**Routed metal, one colour a layer**

Bar = 20 um.
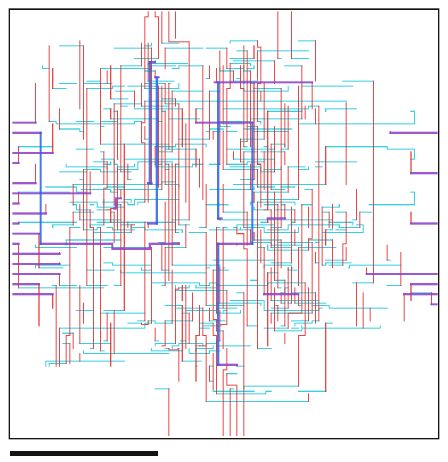
**Routed clock nets over the placement**

Bar = 20 um.
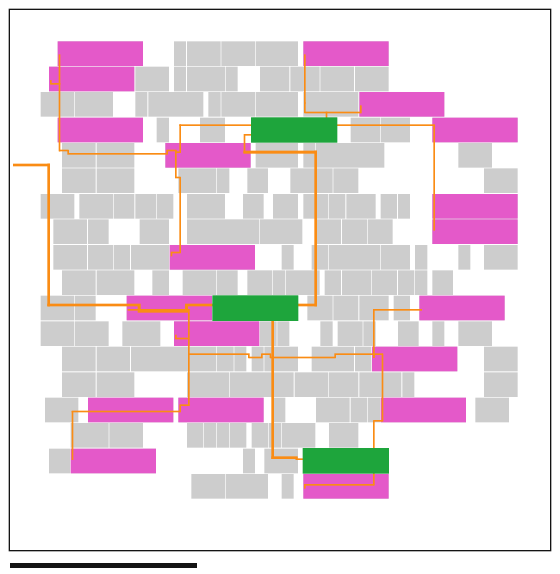
**src/rtl/cpu_pkg.sv**
```systemverilog
`default_nettype none
// ============================================================================
// Package  : cpu_pkg
// Brief    : Shared opcode/state encodings and instruction field positions.
// Revision : 1.0
// ============================================================================
package cpu_pkg;

  localparam int PC_WIDTH          = 8;
  localparam int INSTRUCTION_WIDTH = 9;
  localparam int POINTER_WIDTH     = 3;

  localparam int OPCODE_MSB    = 8;
  localparam int OPCODE_LSB    = 5;
  localparam int IMM_BIT       = 4;
  localparam int OPERAND_WIDTH = 4;

  typedef enum logic [3:0] {
    OP_NOP    = 4'h0,
    OP_LOAD   = 4'h1,
    OP_STORE  = 4'h2,
    OP_ADD    = 4'h3,
    OP_SUB    = 4'h4,
    OP_AND    = 4'h5,
    OP_OR     = 4'h6,
    OP_XOR    = 4'h7,
    OP_SHL    = 4'h8,
    OP_SHR    = 4'h9,
    OP_BZ     = 4'hA,
    OP_BNZ    = 4'hB,
    OP_JUMP   = 4'hC,
    OP_RSVD_D = 4'hD,
    OP_RSVD_E = 4'hE,
    OP_HALT   = 4'hF
  } opcode_t;

  typedef enum logic [1:0] {
    ST_IDLE    = 2'd0,
    ST_FETCH   = 2'd1,
    ST_EXECUTE = 2'd2,
    ST_HALTED  = 2'd3
  } seq_state_t;

  function automatic opcode_t opcode_of(input logic [INSTRUCTION_WIDTH-1:0] instr);
    return opcode_t'(instr[OPCODE_MSB:OPCODE_LSB]);
  endfunction

endpackage
`default_nettype wire

```
**src/rtl/instruction_decode.sv**
```systemverilog
`default_nettype none
// ============================================================================
// Module   : instruction_decode
// Brief    : Combinational decode of the latched instruction into strobes.
// Revision : 1.0
// ============================================================================
module instruction_decode
  import cpu_pkg::*;
#(
  parameter int ADDR_WIDTH = 3
) (
  input  seq_state_t                     state,
  input  logic [INSTRUCTION_WIDTH-1:0]   instr,
  output logic [ADDR_WIDTH-1:0]          rf_address,
  output logic                           rf_is_immediate,
  output logic                           rf_write_enable,
  output logic [3:0]                     alu_op,
  output logic                           acc_write_enable,
  output logic                           branch_if_zero,
  output logic                           branch_if_nonzero,
  output logic                           halt,
  output logic                           reserved,
  output logic [OPERAND_WIDTH-1:0]       branch_offset
);

  opcode_t opcode;

  assign opcode        = opcode_of(instr);
  assign branch_offset = instr[OPERAND_WIDTH-1:0];

  // Every strobe and field stays zero outside EXECUTE, including the address.
  always_comb begin
    rf_address        = '0;
    rf_is_immediate   = 1'b0;
    rf_write_enable   = 1'b0;
    alu_op            = 4'h0;
    acc_write_enable  = 1'b0;
    branch_if_zero    = 1'b0;
    branch_if_nonzero = 1'b0;
    halt              = 1'b0;
    reserved          = 1'b0;
    if (state == ST_EXECUTE) begin
      case (opcode)
        OP_LOAD, OP_ADD, OP_SUB, OP_AND, OP_OR,
        OP_XOR, OP_SHL, OP_SHR: begin
          acc_write_enable = 1'b1;
          alu_op           = opcode;
          rf_address       = instr[ADDR_WIDTH-1:0];
          rf_is_immediate  = instr[IMM_BIT];
        end
        OP_STORE: begin
          rf_write_enable = 1'b1;
          rf_address      = instr[ADDR_WIDTH-1:0];
        end
        OP_BZ:   branch_if_zero = 1'b1;
        OP_BNZ:  branch_if_nonzero = 1'b1;
        OP_JUMP: begin
          branch_if_zero    = 1'b1;
          branch_if_nonzero = 1'b1;
        end
        OP_HALT:             halt = 1'b1;
        OP_RSVD_D, OP_RSVD_E: reserved = 1'b1;
        default: ;
      endcase
    end
  end

endmodule
`default_nettype wire

```
**src/rtl/instruction_sequencer.sv**
```systemverilog
`default_nettype none
// ============================================================================
// Module   : instruction_sequencer
// Brief    : Two-cycle fetch/execute sequencer with branch and halt handling.
//            Define ILLEGAL_TRAP_EN to trap reserved opcodes D/E into HALTED.
// Revision : 1.0
// ============================================================================
module instruction_sequencer #(
  parameter int POINTER_WIDTH     = 3,
  parameter int PC_WIDTH          = 8,
  parameter int INSTRUCTION_WIDTH = 9
) (
  input  logic                          clock,
  input  logic                          reset_n,
  input  logic                          start,
  input  logic [INSTRUCTION_WIDTH-1:0]  instruction,
  input  logic                          instruction_valid,
  input  logic                          acc_zero,
  output logic [PC_WIDTH-1:0]           pc,
  output logic [POINTER_WIDTH-1:0]      rf_address,
  output logic                          rf_is_immediate,
  output logic                          rf_write_enable,
  output logic [3:0]                    alu_op,
  output logic                          acc_write_enable,
  output logic                          busy,
  output logic                          halted,
  output logic                          illegal
);

  import cpu_pkg::*;

`ifdef ILLEGAL_TRAP_EN
  localparam bit TRAP_EN = 1'b1;
`else
  localparam bit TRAP_EN = 1'b0;
`endif

  seq_state_t                     state;
  seq_state_t                     next_state;
  logic [PC_WIDTH-1:0]            pc_q;
  logic [PC_WIDTH-1:0]            next_pc;
  logic [INSTRUCTION_WIDTH-1:0]   instr_q;
  logic [INSTRUCTION_WIDTH-1:0]   next_instr;

  logic                           branch_if_zero;
  logic                           branch_if_nonzero;
  logic                           halt;
  logic                           reserved;
  logic [OPERAND_WIDTH-1:0]       branch_offset;
  logic                           is_branch;
  logic                           branch_taken;
  logic [PC_WIDTH-1:0]            branch_target;

  instruction_decode #(
    .ADDR_WIDTH (POINTER_WIDTH)
  ) u_decode (
    .state             (state),
    .instr             (instr_q),
    .rf_address        (rf_address),
    .rf_is_immediate   (rf_is_immediate),
    .rf_write_enable   (rf_write_enable),
    .alu_op            (alu_op),
    .acc_write_enable  (acc_write_enable),
    .branch_if_zero    (branch_if_zero),
    .branch_if_nonzero (branch_if_nonzero),
    .halt              (halt),
    .reserved          (reserved),
    .branch_offset     (branch_offset)
  );

  // JUMP raises both conditions, so it is taken whatever acc_zero says.
  assign is_branch     = branch_if_zero | branch_if_nonzero;
  assign branch_taken  = acc_zero ? branch_if_zero : branch_if_nonzero;
  assign branch_target = pc_q + {{(PC_WIDTH-OPERAND_WIDTH){branch_offset[OPERAND_WIDTH-1]}},
                                 branch_offset};

  always_ff @(posedge clock or negedge reset_n) begin
    if (!reset_n) begin
      state   <= ST_IDLE;
      pc_q    <= '0;
      instr_q <= '0;
    end else begin
      state   <= next_state;
      pc_q    <= next_pc;
      instr_q <= next_instr;
    end
  end

  always_comb begin
    next_state = state;
    next_pc    = pc_q;
    next_instr = instr_q;
    case (state)
      ST_IDLE: begin
        if (start) begin
          next_state = ST_FETCH;
          next_pc    = '0;
        end
      end
      ST_FETCH: begin
        if (instruction_valid) begin
          next_instr = instruction;
          next_state = ST_EXECUTE;
        end
      end
      ST_EXECUTE: begin
        next_state = ST_FETCH;
        next_pc    = pc_q + PC_WIDTH'(1);
        if (halt || (TRAP_EN && reserved)) begin
          next_state = ST_HALTED;
          next_pc    = pc_q;
        end else if (is_branch && branch_taken) begin
          next_pc = branch_target;
        end
      end
      ST_HALTED: begin
        if (start) begin
          next_state = ST_FETCH;
          next_pc    = '0;
        end
      end
      default: next_state = ST_IDLE;
    endcase
  end

`ifdef ILLEGAL_TRAP_EN
  logic illegal_q;

  always_ff @(posedge clock or negedge reset_n) begin
    if (!reset_n) begin
      illegal_q <= 1'b0;
    end else if (state == ST_EXECUTE && reserved) begin
      illegal_q <= 1'b1;
    end else if (state == ST_HALTED && start) begin
      illegal_q <= 1'b0;
    end
  end

  assign illegal = illegal_q;
`else
  assign illegal = 1'b0;
`endif

  assign pc     = pc_q;
  assign busy   = (state == ST_FETCH) || (state == ST_EXECUTE);
  assign halted = (state == ST_HALTED);

endmodule
`default_nettype wire
```
**config.mk**
```make
export PLATFORM = sky130hd
export DESIGN_NAME = instruction_sequencer
export DESIGN_NICKNAME = d
export VERILOG_FILES = /design/src/rtl/cpu_pkg.sv /design/src/rtl/instruction_decode.sv /design/src/rtl/instruction_sequencer.sv
export SDC_FILE = /design/constraint.sdc
export NUM_CORES = 1
export LEC_CHECK = 0
export CORE_MARGIN = 3
export CORE_UTILIZATION = 48
export CTS_BUF_LIST = sky130_fd_sc_hd__clkbuf_16
export CTS_CLUSTER_DIAMETER = 40
export DETAILED_ROUTE_END_ITERATION = 16
export PLACE_DENSITY = 0.85
export SLEW_MARGIN = 10
export SYNTH_ARGS = -nofsm -noshare
export SYNTH_HDL_FRONTEND = slang
export SYNTH_SLANG_ARGS = --single-unit
```
**constraint.sdc**
```tcl
create_clock -name clock -period 3.85 [get_ports clock]
set_input_delay 0.9625 -clock clock [delete_from_list [all_inputs] [get_ports clock]]
set_output_delay 0.9625 -clock clock [all_outputs]
set_load 0.01 [all_outputs]
```
==> job_summary.md <==
### Yosys + OpenROAD results

| Metric | Value |
|---|---|
| Tcrit/Tclk final | 95.8% |
| Reg2reg path depth | 11 |
| Row count | 18 |
| Synth Net Count | approximately 150 |
| Status | finished clean |
| Total track usage | 19.6% |
| Kind of critical path | in -> reg |
| Most flop-heavy register | instr_q |
| Most frequent cell after synthesis | dfrtp_1 |
| Reg2reg setup slack | around 0.83 ns |
| Commonest cells post-synth | 19 x dfrtp_1, 11 x inv_1, 10 x nand2_1, 9 x ha_1, 9 x mux2_2 |
| Vias in the first global route | around 1100 |
| WHS Endpoint | instr_q[0]$_DFFE_PN0P_ |
| Critical path's largest stage delay | around 0.5 ns |
| Final nets | 191 |
| GRT Max-Usage Layer | met2 |
| Num CTS Buffers | 3 |
| CTS Hold Buffers Added | 0 |
| GPL Wtd Cong | 0.896 |
| Met1 WL | 1220 um |
| Top cell excl fill/tap | clkdlybuf4s50_1 |
| First drt pass iteration count | 4 |
| First-pass GRT wire length | roughly 5100 um |
| Number of clock buffers in the layout | 3 |
| Minimum hold slack | ~0.5 ns |
| Vias/cell | approximately 5.6 |
| Layout area overhead | 38.0% |
| WP depth | 12 |
| Reg2reg end | pc[7]$_DFFE_PN0P_ |
| Initial antenna violation count | 0 |
| Inverters, non-clock | 11 |
| Port bufs | 33 |
| Biggest Area Class | combinational gates |
| ANT nets after route | 0 |
| Final core utilization | slightly above 70% |
| Non-clk buf share | about 22% |
Back to the opening pictures, 'routed metal, one colour a layer':
purple -> metal 3  # wire length 154 um
cyan -> metal 1  # wire length 1220 um
red -> metal 2  # wire length 1510 um
blue -> metal 4  # wire length 102 um
wire length per cell: 15.2 um
drt total wl: 2990 um
vias: 1089

Back to the opening pictures, 'routed clock nets over the placement':
magenta -> flip-flops  # count 19
green -> clock drivers  # count 3
orange -> clock wires  # length 276 um
flops lie = spread over the die
routed clock nets = 4
part of the power in the clock network: 18.7%
Clk power: 0.213 mW
worst clock skew: 0.00126 ns
Worst-Skew Late Latency: 0.25 ns

Power is estimated from default activity; no workload was simulated.
